--- config.mk ---
export PLATFORM = sky130hd
export DESIGN_NAME = vpm_msg_sched
export DESIGN_NICKNAME = d
export VERILOG_FILES = /design/src/rtl/vpm_msg_pkg.sv /design/src/rtl/vpm_rr_arbiter.sv /design/src/rtl/vpm_msg_sched.sv
export SDC_FILE = /design/constraint.sdc
export NUM_CORES = 1
export LEC_CHECK = 0
export ABC_AREA = 1
export CAP_MARGIN = 20
export CORE_MARGIN = 2
export CORE_UTILIZATION = 40
export DETAILED_ROUTE_END_ITERATION = 8
export GPL_ROUTABILITY_DRIVEN = 0
export PLACE_DENSITY = 0.73
export SYNTH_ARGS = -nofsm -noshare
export SYNTH_HDL_FRONTEND = slang
export SYNTH_SLANG_ARGS = --single-unit
--- constraint.sdc ---
create_clock -name clk -period 2.4 [get_ports clk]
set_input_delay 0.24 -clock clk [delete_from_list [all_inputs] [get_ports clk]]
set_output_delay 0.24 -clock clk [all_outputs]
set_load 0.01 [all_outputs]
--- src/rtl/vpm_msg_pkg.sv ---
// Shared types for the checker-message scheduler.
package vpm_msg_pkg;

    typedef enum logic [1:0] {
        SEV_INFO    = 2'd0,
        SEV_WARNING = 2'd1,
        SEV_ERROR   = 2'd2,
        SEV_FATAL   = 2'd3
    } sev_t;

    typedef enum logic [1:0] {
        HOLD  = 2'd0,
        RUN   = 2'd1,
        DRAIN = 2'd2,
        STOP  = 2'd3
    } state_t;

    // Fatal messages are tallied as errors; nothing else distinguishes them.
    function automatic logic sev_is_error(input sev_t sev);
        return (sev == SEV_ERROR) || (sev == SEV_FATAL);
    endfunction

endpackage

--- src/rtl/vpm_rr_arbiter.sv ---
// Round-robin arbiter: one-hot grant starting the search at the pointer,
// pointer moves to winner+1 whenever a grant is issued.
module vpm_rr_arbiter #(
    parameter int N = 4
) (
    input  logic                 clk,
    input  logic                 rst,
    input  logic [N-1:0]         req_i,
    input  logic                 advance_i,
    output logic [N-1:0]         gnt_o,
    output logic [$clog2(N)-1:0] idx_o,
    output logic                 valid_o
);

    localparam int IW = $clog2(N);

    logic [IW-1:0] ptr_q, ptr_d;

    // Two passes: requesters at/above the pointer first, then the wrapped-around ones.
    always_comb begin
        gnt_o   = '0;
        idx_o   = '0;
        valid_o = 1'b0;
        if (advance_i) begin
            for (int j = 0; j < N; j++) begin
                if (!valid_o && req_i[j] && (j >= int'(ptr_q))) begin
                    gnt_o[j] = 1'b1;
                    idx_o    = IW'(j);
                    valid_o  = 1'b1;
                end
            end
            for (int j = 0; j < N; j++) begin
                if (!valid_o && req_i[j] && (j < int'(ptr_q))) begin
                    gnt_o[j] = 1'b1;
                    idx_o    = IW'(j);
                    valid_o  = 1'b1;
                end
            end
        end
    end

    // Pointer only moves on a grant; it stays put while idle.
    always_comb begin
        ptr_d = ptr_q;
        if (valid_o) begin
            ptr_d = (idx_o == IW'(N - 1)) ? '0 : idx_o + IW'(1);
        end
    end

    // Pointer register.
    always_ff @(posedge clk or posedge rst) begin
        if (rst) begin
            ptr_q <= '0;
        end else begin
            ptr_q <= ptr_d;
        end
    end

endmodule

--- src/rtl/vpm_msg_sched.sv ---
// Checker-message scheduler: arbitrates checker ports, forwards accepted
// messages to the logger, keeps saturating error/warning counts and runs the
// reset-holdoff / drain / finish sequence.
//
//   state | meaning
//   HOLD  | waiting for rst_done to be stable; messages granted and dropped
//   RUN   | checks enabled; messages forwarded and counted
//   DRAIN | exit condition met; still forwarding for DRAIN_CYC cycles
//   STOP  | finish requested; no grants until reset
module vpm_msg_sched
    import vpm_msg_pkg::*;
#(
    parameter int NREQ      = 4,
    parameter int CNT_W     = 16,
    parameter int HOLDOFF   = 8,
    parameter int DRAIN_CYC = 4
) (
    input  logic                    clk,
    input  logic                    reset,
    input  logic                    rst_done,
    input  logic                    exit_on_warning,
    input  logic [NREQ-1:0]         req_valid,
    input  logic [2*NREQ-1:0]       req_sev,
    output logic [NREQ-1:0]         req_ready,
    output logic                    msg_valid,
    output logic [$clog2(NREQ)-1:0] msg_src,
    output logic [1:0]              msg_sev,
    output logic [CNT_W-1:0]        errors,
    output logic [CNT_W-1:0]        warnings,
    output logic                    message_on,
    output logic                    finish_req
);

    localparam int SRC_W = $clog2(NREQ);
    localparam int HO_W  = $clog2(HOLDOFF + 1);
    localparam int DR_W  = $clog2(DRAIN_CYC + 1);
    localparam logic [CNT_W-1:0] CNT_MAX = '1;

    state_t            state_q, state_d;
    logic [HO_W-1:0]   hold_cnt_q, hold_cnt_d;
    logic [DR_W-1:0]   drain_cnt_q, drain_cnt_d;
    logic [CNT_W-1:0]  errors_q, errors_d;
    logic [CNT_W-1:0]  warnings_q, warnings_d;
    logic              msg_valid_q, msg_valid_d;
    logic [SRC_W-1:0]  msg_src_q, msg_src_d;
    logic [1:0]        msg_sev_q, msg_sev_d;

    logic              grant_en;
    logic              any_gnt;
    logic              live;
    logic              exit_now;
    logic [SRC_W-1:0]  win_idx;
    sev_t              win_sev;

    assign grant_en = (state_q != STOP);

    vpm_rr_arbiter #(
        .N (NREQ)
    ) u_arb (
        .clk       (clk),
        .rst       (reset),
        .req_i     (req_valid),
        .advance_i (grant_en),
        .gnt_o     (req_ready),
        .idx_o     (win_idx),
        .valid_o   (any_gnt)
    );

    assign win_sev = sev_t'(req_sev[{win_idx, 1'b0} +: 2]);
    assign live    = any_gnt && ((state_q == RUN) || (state_q == DRAIN));

    // Exit fires on the accepting edge, or later if exit_on_warning is raised
    // while warnings have already been counted.
    assign exit_now = (live && (sev_is_error(win_sev) ||
                                ((win_sev == SEV_WARNING) && exit_on_warning)))
                   || (errors_q != '0)
                   || (exit_on_warning && (warnings_q != '0));

    // Next-state logic with holdoff and drain timers.
    always_comb begin
        state_d     = state_q;
        hold_cnt_d  = hold_cnt_q;
        drain_cnt_d = drain_cnt_q;
        case (state_q)
            HOLD: begin
                if (!rst_done) begin
                    hold_cnt_d = '0;
                end else if (hold_cnt_q == HO_W'(HOLDOFF - 1)) begin
                    hold_cnt_d = '0;
                    state_d    = RUN;
                end else begin
                    hold_cnt_d = hold_cnt_q + HO_W'(1);
                end
            end
            RUN: begin
                if (!rst_done) begin
                    hold_cnt_d = '0;
                    state_d    = HOLD;
                end else if (exit_now) begin
                    drain_cnt_d = DR_W'(DRAIN_CYC - 1);
                    state_d     = DRAIN;
                end
            end
            DRAIN: begin
                if (drain_cnt_q == '0) begin
                    state_d = STOP;
                end else begin
                    drain_cnt_d = drain_cnt_q - DR_W'(1);
                end
            end
            STOP: begin
                state_d = STOP;
            end
            default: begin
                state_d = HOLD;
            end
        endcase
    end

    // Forwarded-message registers and saturating severity counters.
    always_comb begin
        msg_valid_d = live;
        msg_src_d   = msg_src_q;
        msg_sev_d   = msg_sev_q;
        errors_d    = errors_q;
        warnings_d  = warnings_q;
        if (live) begin
            msg_src_d = win_idx;
            msg_sev_d = win_sev;
            if (sev_is_error(win_sev)) begin
                if (errors_q != CNT_MAX) begin
                    errors_d = errors_q + CNT_W'(1);
                end
            end else if (win_sev == SEV_WARNING) begin
                if (warnings_q != CNT_MAX) begin
                    warnings_d = warnings_q + CNT_W'(1);
                end
            end
        end
    end

    // FSM and timer state.
    always_ff @(posedge clk or posedge reset) begin
        if (reset) begin
            state_q     <= HOLD;
            hold_cnt_q  <= '0;
            drain_cnt_q <= '0;
        end else begin
            state_q     <= state_d;
            hold_cnt_q  <= hold_cnt_d;
            drain_cnt_q <= drain_cnt_d;
        end
    end

    // Output and counter registers.
    always_ff @(posedge clk or posedge reset) begin
        if (reset) begin
            msg_valid_q <= 1'b0;
            msg_src_q   <= '0;
            msg_sev_q   <= '0;
            errors_q    <= '0;
            warnings_q  <= '0;
        end else begin
            msg_valid_q <= msg_valid_d;
            msg_src_q   <= msg_src_d;
            msg_sev_q   <= msg_sev_d;
            errors_q    <= errors_d;
            warnings_q  <= warnings_d;
        end
    end

    assign msg_valid  = msg_valid_q;
    assign msg_src    = msg_src_q;
    assign msg_sev    = msg_sev_q;
    assign errors     = errors_q;
    assign warnings   = warnings_q;
    assign message_on = (state_q == RUN) || (state_q == DRAIN);
    assign finish_req = (state_q == STOP);

endmodule

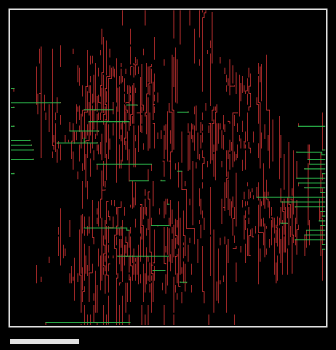
*Metal layers overlaid, run 1*
Scale bar: 20 µm. Only two layers are drawn.
legend:
  metal 3:
    colour: green
    wire_length: 296 µm
  metal 2:
    colour: red
    wire_length: 3480 µm
total routing usage reported by global routing: 18.8%
drt total wl: 7.42 mm
detail-routed net length per standard cell: 13.4 µm

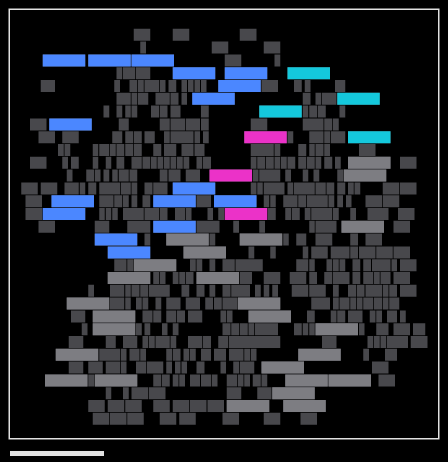
*Sequential cells grouped by signal name, run 1*
Scale bar: 20 µm.
legend:
  `drain_cnt_q`:
    colour: magenta
    sequential_cells: 3
  `errors`:
    colour: blue
    sequential_cells: 16
  `hold_cnt_q`:
    colour: cyan
    sequential_cells: 4
    where: north-east
not coloured: 25
sequential portion of the cell area: 30.9%
Sequential Power: 875 µW
end-of-flow core utilization: 53.2%

==> flow_summary.toml, run 1 <==
# physical design summary
[timing]
period_minus_slack_ns = 2.17
worst-slew-pin-transition_ns = 0.573
report.final.setup_viol = 0
finalHoldViolCount = 0
finClkSkew_ns = 0.0104
slew_headroom_pct = 61.5
totalNegativeSetupSlack_ns = 0
grt_setup_unrepaired = "no"
timing_max_transition_violations_final = 0
period_used_pct = 90.4
highest_achievable_clock_rate_mhz = 461
hold_ws_ns = 0.305

[layout]
final_cell_mix = "sky130_fd_sc_hd__nand2_1 (86), sky130_fd_sc_hd__clkdlybuf4s50_1 (56), sky130_fd_sc_hd__inv_1 (50), sky130_fd_sc_hd__dfrtp_1 (48), sky130_fd_sc_hd__nand3_1 (43)"
layout-drive-gt1-share_pct = 9.45
syn_to_final_growth_pct = 28.3
layout_top_cell = "sky130_fd_sc_hd__nand2_1"
antenna_cells = 0
layout.nets = 482
layoutNonFillerInstCount = 554

[routing]
route.top_layer_used = "met4"
met2RoutedLength_mm = 3.48
route.antenna.remaining_nets = 0
vias_per_cell = 5.10
drc_violation_total_after_the_first_tritonroute_iteration = 129
met3WireLength_um = 296
length_of_the_first_detailed_routing_pass_in_iterations = 5
routed_metal_1_wire_length_mm = 3.53
num_vias = 2826

[synthesis]
top_area_share_pct = 39.7
synth_stat.cells = 383
post_synth_top_area_cell = "sky130_fd_sc_hd__dfrtp_1"
synthesis.instances = 383
enable_flop_cells = 0
ranking_of_synthesized_cells_by_instance_count = "sky130_fd_sc_hd__nand2_1 (86), sky130_fd_sc_hd__inv_1 (52), sky130_fd_sc_hd__dfrtp_1 (48), sky130_fd_sc_hd__nand3_1 (43), sky130_fd_sc_hd__nor2_1 (25)"
yosysUniqueCellTypes = 32
most_frequent_cell_after_synthesis = "sky130_fd_sc_hd__nand2_1"
synthesis.area_um2 = 3020
synth_flops = 48
synth.yosys.chip_area_um2 = 3020
yosys-top-cells-area = "sky130_fd_sc_hd__dfrtp_1 (40%), sky130_fd_sc_hd__nand2_1 (11%), sky130_fd_sc_hd__nand3_1 (7.1%), sky130_fd_sc_hd__inv_1 (6.5%), sky130_fd_sc_hd__xor2_1 (6.4%)"
yosys_most_used_dff = "sky130_fd_sc_hd__dfrtp_1"
postSynthNetCount = 411
yosys_warning_count = 0
synth_sequential_area_ratio_pct = 39.7
ys_async_sr_fraction_pct = 100
synthesis.area_per_instance_um2 = 7.90

[setup_path]
depth_of_the_critical_timing_path_with_buffers_and_inverters_included = 9
startpoint = "u_arb.ptr_q[1]$_DFFE_PP0N_"
timing_worst_setup_path_type = "register to output pin"
start_of_the_worst_register_to_register_path = "warnings[1]$_DFFE_PP0P_"
critical_path_arrival_ns = 1.93
worstReg2RegEnd = "warnings[8]$_DFFE_PP0P_"
worst_setup_path_start_kind = "register"
critical_path.cell_chain = "inv_1, nand3_2, nand2_2, nor2_4, nand4_1, nand2_1, nand2_1, nor2_1, dlygate4sd2_1"
worst_path_dominant_cell_family = "simple AND/OR/NAND/NOR gates"
worstPathBufferInverterCount = 2
critical_path_peak_fanout = 4
delay_of_the_slowest_cell_on_the_worst_path_ns = 0.37
regToRegSetupSlack_ns = 0.24
endpoint_of_the_worst_setup_timing_path = "req_ready[2]"
worst_setup_path_end_kind = "output pin"
critical_path.slowest_cell = "sky130_fd_sc_hd__dfrtp_1"
critical_path_required_ns = 2.16
timing.critical_path.mode_cell = "sky130_fd_sc_hd__nand2_1"
rr_worst_depth = 10

[power_and_ir_drop]
share_seq_of_total_power_pct = 51.3
p_comb_share_pct = 14.2
clock_net_power_uw = 588
p_int_mw = 1.26
pwr.group.combinational_uw = 243
totalPowerFinal_mw = 1.71
static-leakage-power_nw = 1.78
switching_power_uw = 444
power_switching_share_pct = 26.0
peakVddDrop_mv = 0.264
clkPwrFrac_pct = 34.5
power-per-cell-area_nw_per_um2 = 440
largestPowerGroup = "sequential cells"

[flow_run]
log.warning_count = 33
timing.max_cap.violations = 0

[clocking]
clk_root_buffer_cell = "sky130_fd_sc_hd__clkbuf_8"
cts.htree.levels = 2
clk_pin_slew_ns = 0.10
postCtsSetupRepairBufs = 0
clock_path_buffers = 2
cts_stage_hold_buffer_count = 0
tritoncts_num_sinks = 48
clk-insertion-delay-late_ns = 0.31
cts-buffers-inserted = 5
cts.repair.resized = 2
clock_tree_from_tritoncts = "yes"

[worst_hold_path]
timing.hold.worst.class = "input pin to asynchronous set/reset pin"

[placed_design]
detailed_place_hpwl_mm = 5.78
placement.cell_area_um2 = 3770
io_buffers = 58
dpl.cell_count = 546

[outcome]
run_status = "completed"

[global_routing]
grt-ovfl-total = 0
grt_pass1_vias = 2782
grt_start_max_net_pins = 29
global_route_wire_length_before_repair_mm = 12.8
grt_antenna_before_repair = 0

[floorplanning]
floorplan.die.width_um = 91.0
floorplan.die.height_um = 91.0
initCoreUtil_pct = 41.5
full_die_area_um2 = 8270
ioPinCount = 59
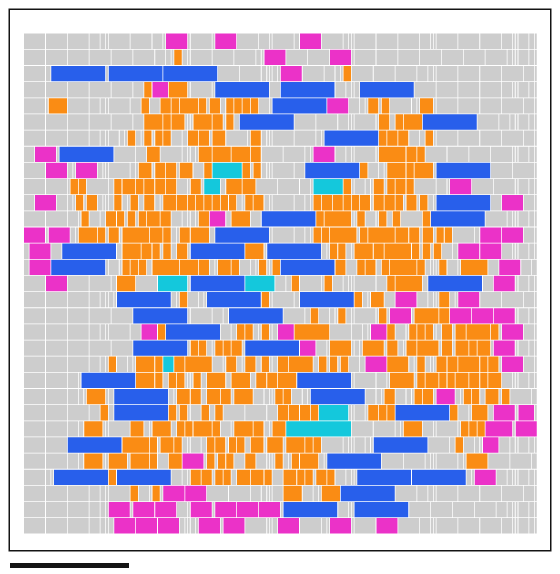
*Placed cells, one colour a class, run 1*
Scale bar: 20 µm. Fill, decap, tap and diode cells in grey.
legend:
  sequential cells:
    colour: blue
    cells: 48
    share_of_their_area: 32%
  clock drivers and dummy loads:
    colour: cyan
    cells: 8
    share_of_their_area: 3.0%
  combinational and other logic:
    colour: orange
    cells: 333
    share_of_their_area: 48%
  remaining buffers and delay cells:
    colour: magenta
    cells: 66
    share_of_their_area: 17%
area of the placeable core: 7290 µm²
num rows: 31
finished layout cell area: 3880 µm²

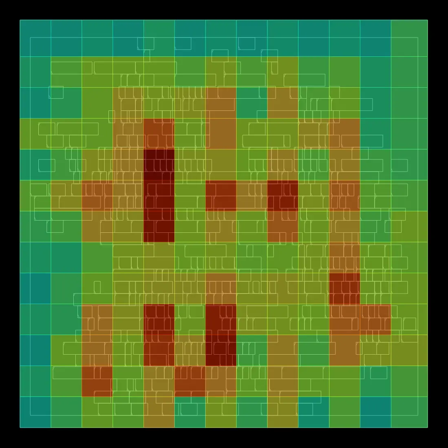
*Track usage over the die, run 1*
routing usage on met2: 30.8%
met1 usage: 25.2%
fraction of met3 tracks used by global routing: 2.99%
grt peak-use layer: met2

[run 1: cell families after synthesis]
family / after synthesis / synth area share [%]
adders and majority gates: 12 / 4.96
xor gates and xnor gates: 29 / 8.40
DFF: 48 / 39.7
and+or+nand+nor: 208 / 33.1
AOI/OAI and AO/OA: 30 / 6.37
buffers and inverters: 56 / 7.45
[run 1: per-stage QoR]
step                      setup slack (ns)  utilization, %
after floorplan                      0.499               -
after global placement               0.125            51.6
after detailed placement          -0.00972            51.6
after CTS                           0.0378            53.2
after global routing               0.00798            53.2
final                                0.230            53.2
[run 1: final cells by class]
type / instances / area (µm²)
timing repair buffer: 66 / 642
inverter: 54 / 203
clock inverter: 3 / 42.5
multi-input combinational: 279 / 1600
sequential: 48 / 1200
fill: 730 / 3410
clock buffer: 5 / 68.8
tap: 99 / 124
==> inputs of run 2 (changes only) <==
--- a/config.mk
+++ b/config.mk
@@ -12,6 +12,7 @@
 export DETAILED_ROUTE_END_ITERATION = 8
 export GPL_ROUTABILITY_DRIVEN = 0
 export PLACE_DENSITY = 0.73
+export SETUP_SLACK_MARGIN = 0.5
 export SYNTH_ARGS = -nofsm -noshare
 export SYNTH_HDL_FRONTEND = slang
 export SYNTH_SLANG_ARGS = --single-unit
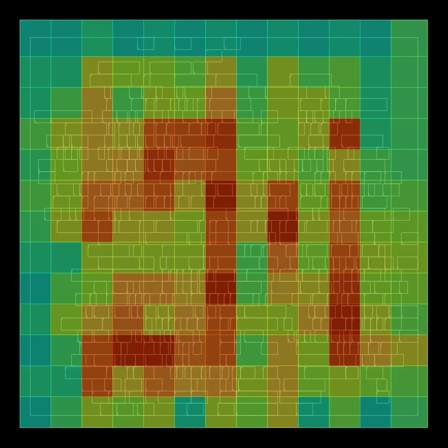
*Track usage over the die, run 2*
routing usage on met2: 33.6%
fraction of met3 tracks used by global routing: 4.40%
met1 usage: 27.1%
detail-routed net length per standard cell: 14.2 µm
end-of-flow core utilization: 57.5%

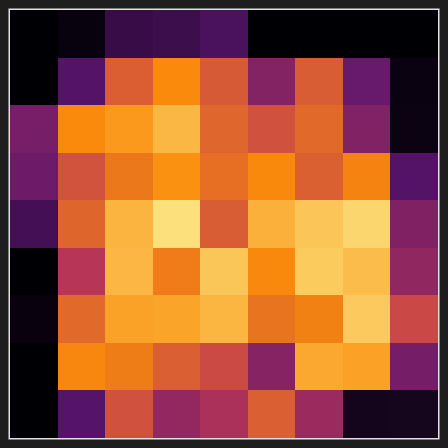
*Cell density map, run 2*
The die is cut into 9 by 9 equal tiles; black is low, pale yellow is high, 0 to 100% covered.
tiles over 75% full: 22%
emptiest ninth of the die: north-east
nearly empty tiles: 11%
mean over tiles: 49%
densest ninth of the die: centre
fullest tile: 93%

==> flow_summary.toml, run 2 <==
# physical design summary
[layout]
clock_network_contribution_to_total_cell_area_pct = 2.09
fillCellCount = 693
syn_to_final_growth_pct = 38.6
layoutNonFillerInstCount = 576
seq_share_pct = 28.6
layout.nets = 504
antenna_cells = 0
regArea_um2 = 1200
non_clock_buffer_share_pct = 19.5
final_area_um2 = 4190
layout.sequential_cells = 48
comb_area_share_pct = 41.8
signal_buffers = 87
clock_buffers = 5
final_cell_mix = "sky130_fd_sc_hd__nand2_1 (79), sky130_fd_sc_hd__clkdlybuf4s50_1 (53), sky130_fd_sc_hd__dfrtp_1 (48), sky130_fd_sc_hd__inv_1 (46), sky130_fd_sc_hd__nand3_1 (37)"
layout-drive-gt1-share_pct = 19.7
dominant-cell-class = "logic gates"
logic_gates = 280
nonClockInverterCount = 54
layout_top_cell = "sky130_fd_sc_hd__nand2_1"
comb_area_um2 = 1750

[clocking]
clk_pin_slew_ns = 0.10
cts.htree.levels = 2
clk_root_buffer_cell = "sky130_fd_sc_hd__clkbuf_8"
clk-insertion-delay-late_ns = 0.31
clock_tree_from_tritoncts = "yes"
cts_stage_hold_buffer_count = 0
tritoncts_num_sinks = 48
cts.repair.resized = 47
clock_path_buffers = 2
postCtsSetupRepairBufs = 12
cts-buffers-inserted = 5

[setup_path]
worstReg2RegEnd = "warnings[0]$_DFFE_PP0P_"
timing_worst_setup_path_type = "input pin to register"
critical_path_required_ns = 2.59
start_of_the_worst_register_to_register_path = "u_arb.ptr_q[1]$_DFFE_PP0N_"
worst_setup_path_start_kind = "input pin"
critical_path.cell_chain = "clkdlybuf4s50_1, nand3_4, nand2_4, nor2_4, nand4_1, a21oi_2, nand3_2, a21oi_4, nand2_8, buf_6, xor2_1"
worstPathBufferInverterCount = 2
worst_path_dominant_cell_family = "simple AND/OR/NAND/NOR gates"
startpoint = "req_valid[0]"
critical_path.slowest_cell = "sky130_fd_sc_hd__clkdlybuf4s50_1"
worst_setup_path_end_kind = "register"
depth_of_the_critical_timing_path_with_buffers_and_inverters_included = 11
endpoint_of_the_worst_setup_timing_path = "warnings[0]$_DFFE_PP0P_"
rr_worst_depth = 11
critical_path_peak_fanout = 6
delay_of_the_slowest_cell_on_the_worst_path_ns = 0.47
critical_path_arrival_ns = 2.32
regToRegSetupSlack_ns = 0.28

[routing]
routed_metal_1_wire_length_mm = 3.59
route.antenna.remaining_nets = 0
met3WireLength_um = 545
met2RoutedLength_mm = 3.90
drt_wl_total_mm = 8.16
length_of_the_first_detailed_routing_pass_in_iterations = 4
num_vias = 2989
post-route-drc-count = 0
drc_violation_total_after_the_first_tritonroute_iteration = 183
route.top_layer_used = "met4"
vias_per_cell = 5.19

[timing]
period_minus_slack_ns = 2.13
highest_achievable_clock_rate_mhz = 470
grt_setup_unrepaired = "yes"
slew_headroom_pct = 57.0
finalHoldViolCount = 0
hold_ws_ns = 0.301
period_used_pct = 88.7
timing.final.ws_setup_ns = 0.271
report.final.setup_viol = 0
finClkSkew_ns = 0.0161
totalNegativeSetupSlack_ns = 0
timing_max_transition_violations_final = 0
worst-slew-pin-transition_ns = 0.640

[global_routing]
grt_start_max_net_pins = 28
grt_pass1_vias = 2979
gr-usage-all-layers_pct = 20.4
grt-ovfl-total = 0
global_route_wire_length_before_repair_mm = 14.1
grt_antenna_before_repair = 0
gr-max-usage-layer = "met2"

[synthesis]
yosys_most_used_dff = "sky130_fd_sc_hd__dfrtp_1"
top_area_share_pct = 39.7
synth_sequential_area_ratio_pct = 39.7
synthesis.instances = 383
yosys-top-cells-area = "sky130_fd_sc_hd__dfrtp_1 (40%), sky130_fd_sc_hd__nand2_1 (11%), sky130_fd_sc_hd__nand3_1 (7.1%), sky130_fd_sc_hd__inv_1 (6.5%), sky130_fd_sc_hd__xor2_1 (6.4%)"
synthesis.area_per_instance_um2 = 7.90
synth.cellmix.simpleShare_pct = 33.1
xor_area_share_pct = 8.40
synthesis.area_um2 = 3020
post_synth_main_logic_family = "simple AND/OR/NAND/NOR gates"
synth.cellmix.compoundShare_pct = 6.37
postSynthNetCount = 411
synth_flops = 48
enable_flop_cells = 0
yosysUniqueCellTypes = 32
most_frequent_cell_after_synthesis = "sky130_fd_sc_hd__nand2_1"
ys_async_sr_fraction_pct = 100
synth.yosys.chip_area_um2 = 3020
post_synth_top_area_cell = "sky130_fd_sc_hd__dfrtp_1"
yosys_warning_count = 0
ranking_of_synthesized_cells_by_instance_count = "sky130_fd_sc_hd__nand2_1 (86), sky130_fd_sc_hd__inv_1 (52), sky130_fd_sc_hd__dfrtp_1 (48), sky130_fd_sc_hd__nand3_1 (43), sky130_fd_sc_hd__nor2_1 (25)"
synth_stat.cells = 383
synth-adder-area-share_pct = 4.96
post_synth_mux_area_share_pct = 0

[power_and_ir_drop]
pwr.group.combinational_uw = 277
p_int_mw = 1.17
p_comb_share_pct = 16.9
sequentialPower_uw = 875
totalPowerFinal_mw = 1.64
clkPwrFrac_pct = 29.7
clock_net_power_uw = 487
power-per-cell-area_nw_per_um2 = 391
largestPowerGroup = "sequential cells"
static-leakage-power_nw = 1.89
peakVddDrop_mv = 0.206
switching_power_uw = 465
power_switching_share_pct = 28.3
share_seq_of_total_power_pct = 53.4

[floorplanning]
initCoreUtil_pct = 41.5
ioPinCount = 59
rows = 31
floorplan.die.height_um = 91.0
core_um2 = 7290
floorplan.tapcells = 99
full_die_area_um2 = 8270
floorplan.die.width_um = 91.0

[flow_run]
log.warning_count = 35
timing.max_cap.violations = 0

[worst_hold_path]
timing.hold.worst.class = "input pin to asynchronous set/reset pin"

[outcome]
run_status = "completed"

[placed_design]
detailed_place_hpwl_mm = 5.66
dpl.cell_count = 546
io_buffers = 58
placement.cell_area_um2 = 3770
pre_cts_setup_slack_ns = 0.0439
run 2: netlist changes by cell type in the layout (fill, tap and decap cells not counted), moves of 3 or more:
cell,previous run,this run
sky130_fd_sc_hd__inv_1,50,46
sky130_fd_sc_hd__nor2_1,24,19
sky130_fd_sc_hd__buf_4,8,24
sky130_fd_sc_hd__clkdlybuf4s50_1,56,53
sky130_fd_sc_hd__nor2_2,3,8
sky130_fd_sc_hd__nand3_2,6,10
sky130_fd_sc_hd__nand2_2,4,8
sky130_fd_sc_hd__buf_6,0,5
sky130_fd_sc_hd__nand2_1,86,79
sky130_fd_sc_hd__nand2_8,0,3
sky130_fd_sc_hd__nand3_1,43,37
Power is estimated from default activity; no workload was simulated.
